--- src/rtl/vending_machine_multi.sv ---
// -----------------------------------------------------------------------------
// vending_machine_multi
// Multi-product vending controller with per-item prices, a saturating credit
// accumulator, valid/ready vend and change handshakes, greedy change return
// and a cancel/refund path.
//
// Optional feature macro: VM_INVENTORY_EN
//   defined   -> per-item stock counters, sold_out flags, sold-out refusals
//   undefined -> no stock tracking, sold_out tied low
//
// Ports:
//   clk          system clock, rising edge
//   rst          synchronous active-high reset
//   coin_in      coin pulse: 00 none, 01 = 1 unit, 10 = 2 units, 11 = 5 units
//   sel_valid    one-cycle selection strobe
//   sel_item     selected item index
//   cancel       refund request strobe
//   vend_valid   dispense request          (registered)
//   vend_item    item being dispensed      (registered)
//   vend_ready   dispenser accepts
//   chg_valid    change coin request       (registered)
//   chg_coin     denomination to eject     (registered)
//   chg_ready    hopper accepts coin
//   credit       current credit in units   (registered)
//   coin_reject  pulse: coin not credited  (registered)
//   sel_denied   pulse: selection refused  (registered)
//   busy         state != ACCEPT           (registered)
//   sold_out     per-item empty flags      (registered)
// -----------------------------------------------------------------------------
module vending_machine_multi #(
    parameter int                         NUM_ITEMS  = 4,
    parameter int                         PRICE_W    = 6,
    parameter logic [NUM_ITEMS*PRICE_W-1:0] PRICES   = {6'd10, 6'd7, 6'd5, 6'd3},
    parameter int                         CREDIT_W   = 8,
    parameter int                         MAX_CREDIT = 20,
    parameter int                         STOCK_INIT = 8
) (
    input  logic                         clk,
    input  logic                         rst,
    input  logic [1:0]                   coin_in,
    input  logic                         sel_valid,
    input  logic [$clog2(NUM_ITEMS)-1:0] sel_item,
    input  logic                         cancel,
    output logic                         vend_valid,
    output logic [$clog2(NUM_ITEMS)-1:0] vend_item,
    input  logic                         vend_ready,
    output logic                         chg_valid,
    output logic [1:0]                   chg_coin,
    input  logic                         chg_ready,
    output logic [CREDIT_W-1:0]          credit,
    output logic                         coin_reject,
    output logic                         sel_denied,
    output logic                         busy,
    output logic [NUM_ITEMS-1:0]         sold_out
);

    localparam int IDX_W = $clog2(NUM_ITEMS);

    typedef enum logic [1:0] {
        ST_ACCEPT = 2'd0,
        ST_VEND   = 2'd1,
        ST_CHANGE = 2'd2
    } state_e;

    if (MAX_CREDIT >= (2 ** CREDIT_W) || NUM_ITEMS < 2 || STOCK_INIT < 0) begin : g_param_check
        $error("vending_machine_multi: illegal parameter combination");
    end

    // Coin code to value in units.
    function automatic logic [2:0] coin_value(input logic [1:0] code);
        case (code)
            2'b01:   coin_value = 3'd1;
            2'b10:   coin_value = 3'd2;
            2'b11:   coin_value = 3'd5;
            default: coin_value = 3'd0;
        endcase
    endfunction

    // Largest denomination not exceeding the remaining credit.
    function automatic logic [1:0] greedy_coin(input logic [CREDIT_W-1:0] c);
        if (c >= CREDIT_W'(3'd5))      greedy_coin = 2'b11;
        else if (c >= CREDIT_W'(2'd2)) greedy_coin = 2'b10;
        else                           greedy_coin = 2'b01;
    endfunction

    // Price table lookup; out-of-range indices read as zero (they are refused anyway).
    function automatic logic [PRICE_W-1:0] price_of(input logic [IDX_W-1:0] idx);
        price_of = {PRICE_W{1'b0}};
        for (int i = 0; i < NUM_ITEMS; i++) begin
            if (idx == IDX_W'(i)) price_of = PRICES[i*PRICE_W +: PRICE_W];
            else                  price_of = price_of;
        end
    endfunction

    state_e              state_q, state_d;
    logic [CREDIT_W-1:0] credit_q, credit_d;
    logic [IDX_W-1:0]    vend_item_q, vend_item_d;
    logic                vend_valid_q, vend_valid_d;
    logic                chg_valid_q, chg_valid_d;
    logic [1:0]          chg_coin_q, chg_coin_d;
    logic                coin_reject_q, coin_reject_d;
    logic                sel_denied_q, sel_denied_d;
    logic                busy_q, busy_d;

    logic [CREDIT_W:0]   coin_sum_s;
    logic                coin_fits_s;
    logic [PRICE_W-1:0]  price_s;
    logic                idx_ok_s;
    logic                afford_s;
    logic                avail_s;
    logic [CREDIT_W-1:0] chg_left_s;
    logic                taken_s;

    // One extra bit so the MAX_CREDIT comparison cannot wrap.
    assign coin_sum_s  = {1'b0, credit_q} + (CREDIT_W+1)'(coin_value(coin_in));
    assign coin_fits_s = (coin_sum_s <= (CREDIT_W+1)'(MAX_CREDIT));
    assign price_s     = price_of(sel_item);
    assign idx_ok_s    = (int'(sel_item) < NUM_ITEMS);
    assign afford_s    = (credit_q >= CREDIT_W'(price_s));
    assign chg_left_s  = credit_q - CREDIT_W'(coin_value(chg_coin_q));

`ifdef VM_INVENTORY_EN
    localparam int SW = $clog2(STOCK_INIT + 1);

    logic [SW-1:0]        stock_q [NUM_ITEMS];
    logic [SW-1:0]        stock_d [NUM_ITEMS];
    logic [NUM_ITEMS-1:0] sold_out_q, sold_out_d;

    assign avail_s  = (stock_q[sel_item] != {SW{1'b0}});
    assign sold_out = sold_out_q;

    // Stock decrements on the vend handshake; flags follow the new counts.
    always_comb begin
        stock_d = stock_q;
        if (state_q == ST_VEND && vend_ready) stock_d[vend_item_q] = stock_q[vend_item_q] - SW'(1'b1);
        else                                  stock_d = stock_q;
        for (int i = 0; i < NUM_ITEMS; i++) sold_out_d[i] = (stock_d[i] == {SW{1'b0}});
    end

    // Stock counters and sold-out flag registers.
    always_ff @(posedge clk) begin
        if (rst) begin
            for (int i = 0; i < NUM_ITEMS; i++) stock_q[i] <= SW'(STOCK_INIT);
            sold_out_q <= {NUM_ITEMS{(STOCK_INIT == 0)}};
        end else begin
            stock_q    <= stock_d;
            sold_out_q <= sold_out_d;
        end
    end
`else
    assign avail_s  = 1'b1;
    assign sold_out = {NUM_ITEMS{1'b0}};
`endif

    // Next-state and next-output logic.
    always_comb begin
        state_d       = state_q;
        credit_d      = credit_q;
        vend_item_d   = vend_item_q;
        vend_valid_d  = 1'b0;
        chg_valid_d   = 1'b0;
        chg_coin_d    = chg_coin_q;
        coin_reject_d = 1'b0;
        sel_denied_d  = 1'b0;
        taken_s       = 1'b0;
        case (state_q)
            ST_ACCEPT: begin
                // cancel > sel_valid > coin; an acted-on request swallows the coin.
                if (cancel && credit_q != {CREDIT_W{1'b0}}) begin
                    state_d     = ST_CHANGE;
                    chg_valid_d = 1'b1;
                    chg_coin_d  = greedy_coin(credit_q);
                    taken_s     = 1'b1;
                end else if (sel_valid) begin
                    if (idx_ok_s && afford_s && avail_s) begin
                        state_d      = ST_VEND;
                        credit_d     = credit_q - CREDIT_W'(price_s);
                        vend_item_d  = sel_item;
                        vend_valid_d = 1'b1;
                        taken_s      = 1'b1;
                    end else begin
                        sel_denied_d = 1'b1;
                    end
                end else begin
                    taken_s = 1'b0;
                end
                if (coin_in != 2'b00) begin
                    if (taken_s || !coin_fits_s) coin_reject_d = 1'b1;
                    else                         credit_d      = coin_sum_s[CREDIT_W-1:0];
                end else begin
                    coin_reject_d = 1'b0;
                end
            end
            ST_VEND: begin
                coin_reject_d = (coin_in != 2'b00);
                vend_valid_d  = 1'b1;
                if (vend_ready) begin
                    vend_valid_d = 1'b0;
                    if (credit_q != {CREDIT_W{1'b0}}) begin
                        state_d     = ST_CHANGE;
                        chg_valid_d = 1'b1;
                        chg_coin_d  = greedy_coin(credit_q);
                    end else begin
                        state_d = ST_ACCEPT;
                    end
                end else begin
                    state_d = ST_VEND;
                end
            end
            ST_CHANGE: begin
                coin_reject_d = (coin_in != 2'b00);
                chg_valid_d   = 1'b1;
                if (chg_ready) begin
                    credit_d = chg_left_s;
                    if (chg_left_s == {CREDIT_W{1'b0}}) begin
                        state_d     = ST_ACCEPT;
                        chg_valid_d = 1'b0;
                    end else begin
                        chg_coin_d = greedy_coin(chg_left_s);
                    end
                end else begin
                    state_d = ST_CHANGE;
                end
            end
            default: begin
                state_d = ST_ACCEPT;
            end
        endcase
        busy_d = (state_d != ST_ACCEPT);
    end

    // State and registered-output flops.
    always_ff @(posedge clk) begin
        if (rst) begin
            state_q       <= ST_ACCEPT;
            credit_q      <= {CREDIT_W{1'b0}};
            vend_item_q   <= {IDX_W{1'b0}};
            vend_valid_q  <= 1'b0;
            chg_valid_q   <= 1'b0;
            chg_coin_q    <= 2'b00;
            coin_reject_q <= 1'b0;
            sel_denied_q  <= 1'b0;
            busy_q        <= 1'b0;
        end else begin
            state_q       <= state_d;
            credit_q      <= credit_d;
            vend_item_q   <= vend_item_d;
            vend_valid_q  <= vend_valid_d;
            chg_valid_q   <= chg_valid_d;
            chg_coin_q    <= chg_coin_d;
            coin_reject_q <= coin_reject_d;
            sel_denied_q  <= sel_denied_d;
            busy_q        <= busy_d;
        end
    end

    assign vend_valid  = vend_valid_q;
    assign vend_item   = vend_item_q;
    assign chg_valid   = chg_valid_q;
    assign chg_coin    = chg_coin_q;
    assign credit      = credit_q;
    assign coin_reject = coin_reject_q;
    assign sel_denied  = sel_denied_q;
    assign busy        = busy_q;

endmodule

--- config.mk ---
export PLATFORM = sky130hd
export DESIGN_NAME = vending_machine_multi
export DESIGN_NICKNAME = d
export VERILOG_FILES = /design/src/rtl/vending_machine_multi.sv
export SDC_FILE = /design/constraint.sdc
export NUM_CORES = 1
export LEC_CHECK = 0
export ABC_CLOCK_PERIOD_IN_PS = 2900
export CAP_MARGIN = 30
export CORE_MARGIN = 8
export CORE_UTILIZATION = 23
export DETAILED_ROUTE_END_ITERATION = 12
export GPL_TIMING_DRIVEN = 1
export RECOVER_POWER = 50
export SETUP_SLACK_MARGIN = 0.2
export SLEW_MARGIN = 0
export SYNTH_ARGS = -nofsm -noshare
export SYNTH_HDL_FRONTEND = slang
export SYNTH_SLANG_ARGS = --single-unit
--- constraint.sdc ---
create_clock -name clk -period 2.9 [get_ports clk]
set_input_delay 0.58 -clock clk [delete_from_list [all_inputs] [get_ports clk]]
set_output_delay 0.58 -clock clk [all_outputs]
set_load 0.01 [all_outputs]
==> flow_metrics.env <==
# implementation run metrics
export IMPL_drtAntennaViolNets=0
export IMPL_port_buffers=26
export IMPL_crit_chain="inv_1, fa_2, xor2_2, a21oi_2, o311ai_2, buf_4, nand4_1, buf_4, buf_4, buf_4, o21ai_1, a31o_1"
export IMPL_io_pins=31
export IMPL_worstHoldEndpoint="vend_item[1]"
export IMPL_synth_edff_count=0
export IMPL_endpoint="credit[3]"
export IMPL_antenna_found_initial=0
export IMPL_status="complete, no violations"
export IMPL_slew_headroom_pct=54.27
export IMPL_comb_power_uw=2520
export IMPL_fp_util_pct=23.86
export IMPL_required_ps=3120
export IMPL_synth_seq_area_share_pct=20.53
export IMPL_cts_buffers=3
export IMPL_die_h_um=105.8
export IMPL_place_area_sq_um=2499
export IMPL_yosysTopAreaCell="dfxtp_1"
export IMPL_worstMarginPinSlew_ps=686.0
export IMPL_grt_overflow=0
export IMPL_setup_worst_path_start_class="register"
export IMPL_ys_ff=19
export IMPL_fill_cells=836
export IMPL_clkLatencyLatePin_ps=270
export IMPL_seqPwrFrac_pct=13.9
export IMPL_path_buffers=5
export IMPL_r2r_start="credit[1]"
export IMPL_fin_crit_ps=2616
export IMPL_holdPathStages=2
export IMPL_yosys_warnings=0
export IMPL_switching_share_pct=48.57
export IMPL_diodes=0
export IMPL_grt_usage_pct=10.87
export IMPL_syn_to_final_growth_pct=47.33
export IMPL_synth_area_sq_um=1853
export IMPL_cp_end_kind="register"
export IMPL_nets=333
export IMPL_min_delay_start="vend_item[1]"
export IMPL_p_total_uw=3174
-- per-layer routing --
metal  up-vias  share of wire [%]  track usage, %  wire, um
li1        996                  -               -         -
met1       950                 46           13.70      2824
met2        59                 48           18.28      2943
met3        11                5.6           2.132       345
met4         0                1.3           3.116        78
met5         -                  0               0         0
-- synthesized netlist by cell type, types with 3 or more instances --
master    count
buf_4         4
a21oi_1      13
fa_1          3
xor2_1        3
dfxtp_1      19
nor4_1        3
nand2_1      17
o211ai_1      5
nor2_1       16
buf_2         3
nand2b_1      4
mux2i_1       4
o21ai_1       8
nor3_1        8
nor2b_1       3
or3_1         8
a21o_1        3
clkbuf_1      6
nand4_1       3
o21ai_0       8
nand3_1       6
a31oi_1       3
inv_1        18
a211oi_1      3
ha_1         17
-- timing repair --
action,in CTS,in global routing
hold endpoints to repair,0,0
pin swaps,12,15
buffers inserted,6,2
setup endpoints to repair,13,11
gates resized,20,21
-- registers in the layout, indices dropped and copies added, names as in the netlist --
register	flops
busy	1
chg_valid	1
sel_denied	1
credit	8
vend_item	2
state_q	2
coin_reject	1
chg_coin	2
vend_valid	1
-- layout make-up --
type	instances	area (sq um)	area share, %
multi-input combinational	187	1506	55.18
timing repair buffer	74	596.8	21.86
sequential	19	382.9	14.02
tap	102	127.6	4.675
inverter	18	67.56	2.475
clock buffer	3	41.29	1.512
clock inverter	1	7.507	0.2750
-- cells by family (layout without fill, tap and decap cells) --
group	after synthesis	count (layout)	synth area share, %
AOI/OAI and AO/OA	71	71	28.56
xor gates and xnor gates	5	5	2.364
adders and majority gates	20	20	14.72
buffers and inverters	31	96	7.292
DFF	19	19	20.53
muxes	6	6	3.376
other	1	4	0.2024
and+or+nand+nor	81	81	22.96
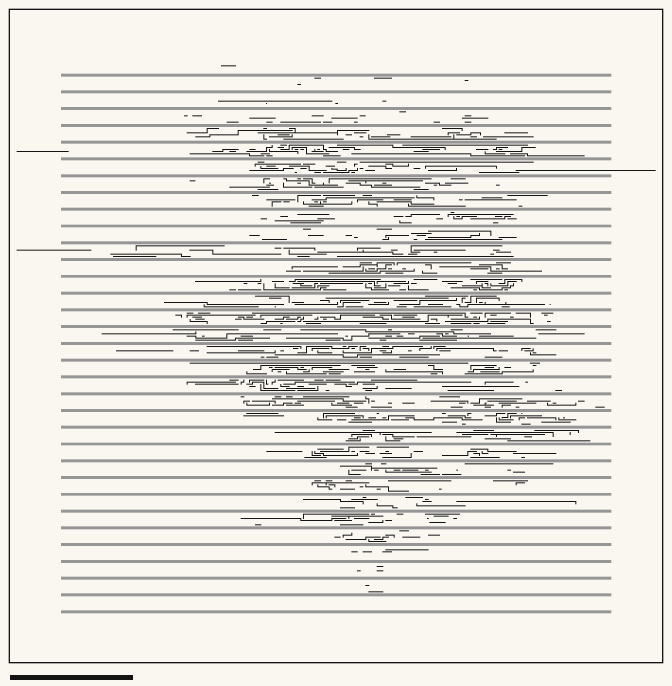
*M1 wires*
Bar = 20 um. Supply wires on this layer in grey.
longest straight run: 45.1 um
share of all routed wire: 46%
main direction: horizontal
nets with wire on the layer: 302
wire length on this layer: 2,820 um
met1 Resource Use GR: 13.70%
vias: 2,016
WL final: 6191 um

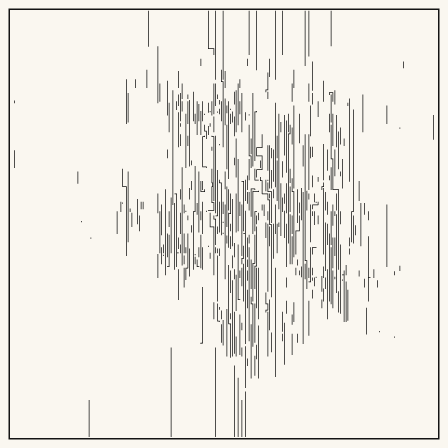
*Signal wires on met2*
longest straight run: 37.4 um
main direction: vertical
wire length on this layer: 2,940 um

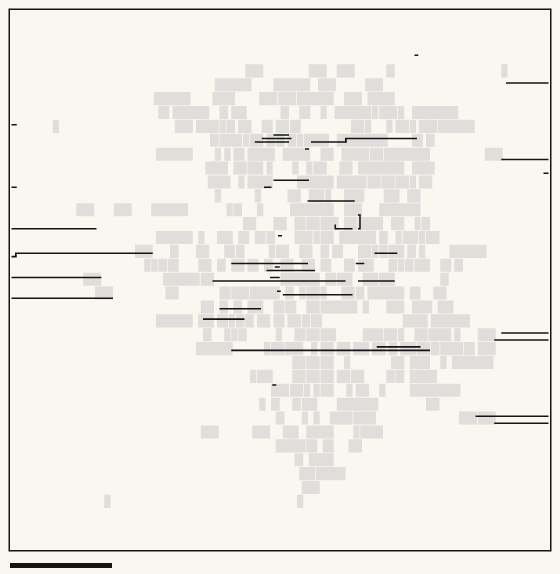
*Metal 3*
Bar = 20 um.
share of all routed wire: 5.6%
wire length on this layer: 345 um
nets with wire on the layer: 29
met3 Use GR: 2.132%

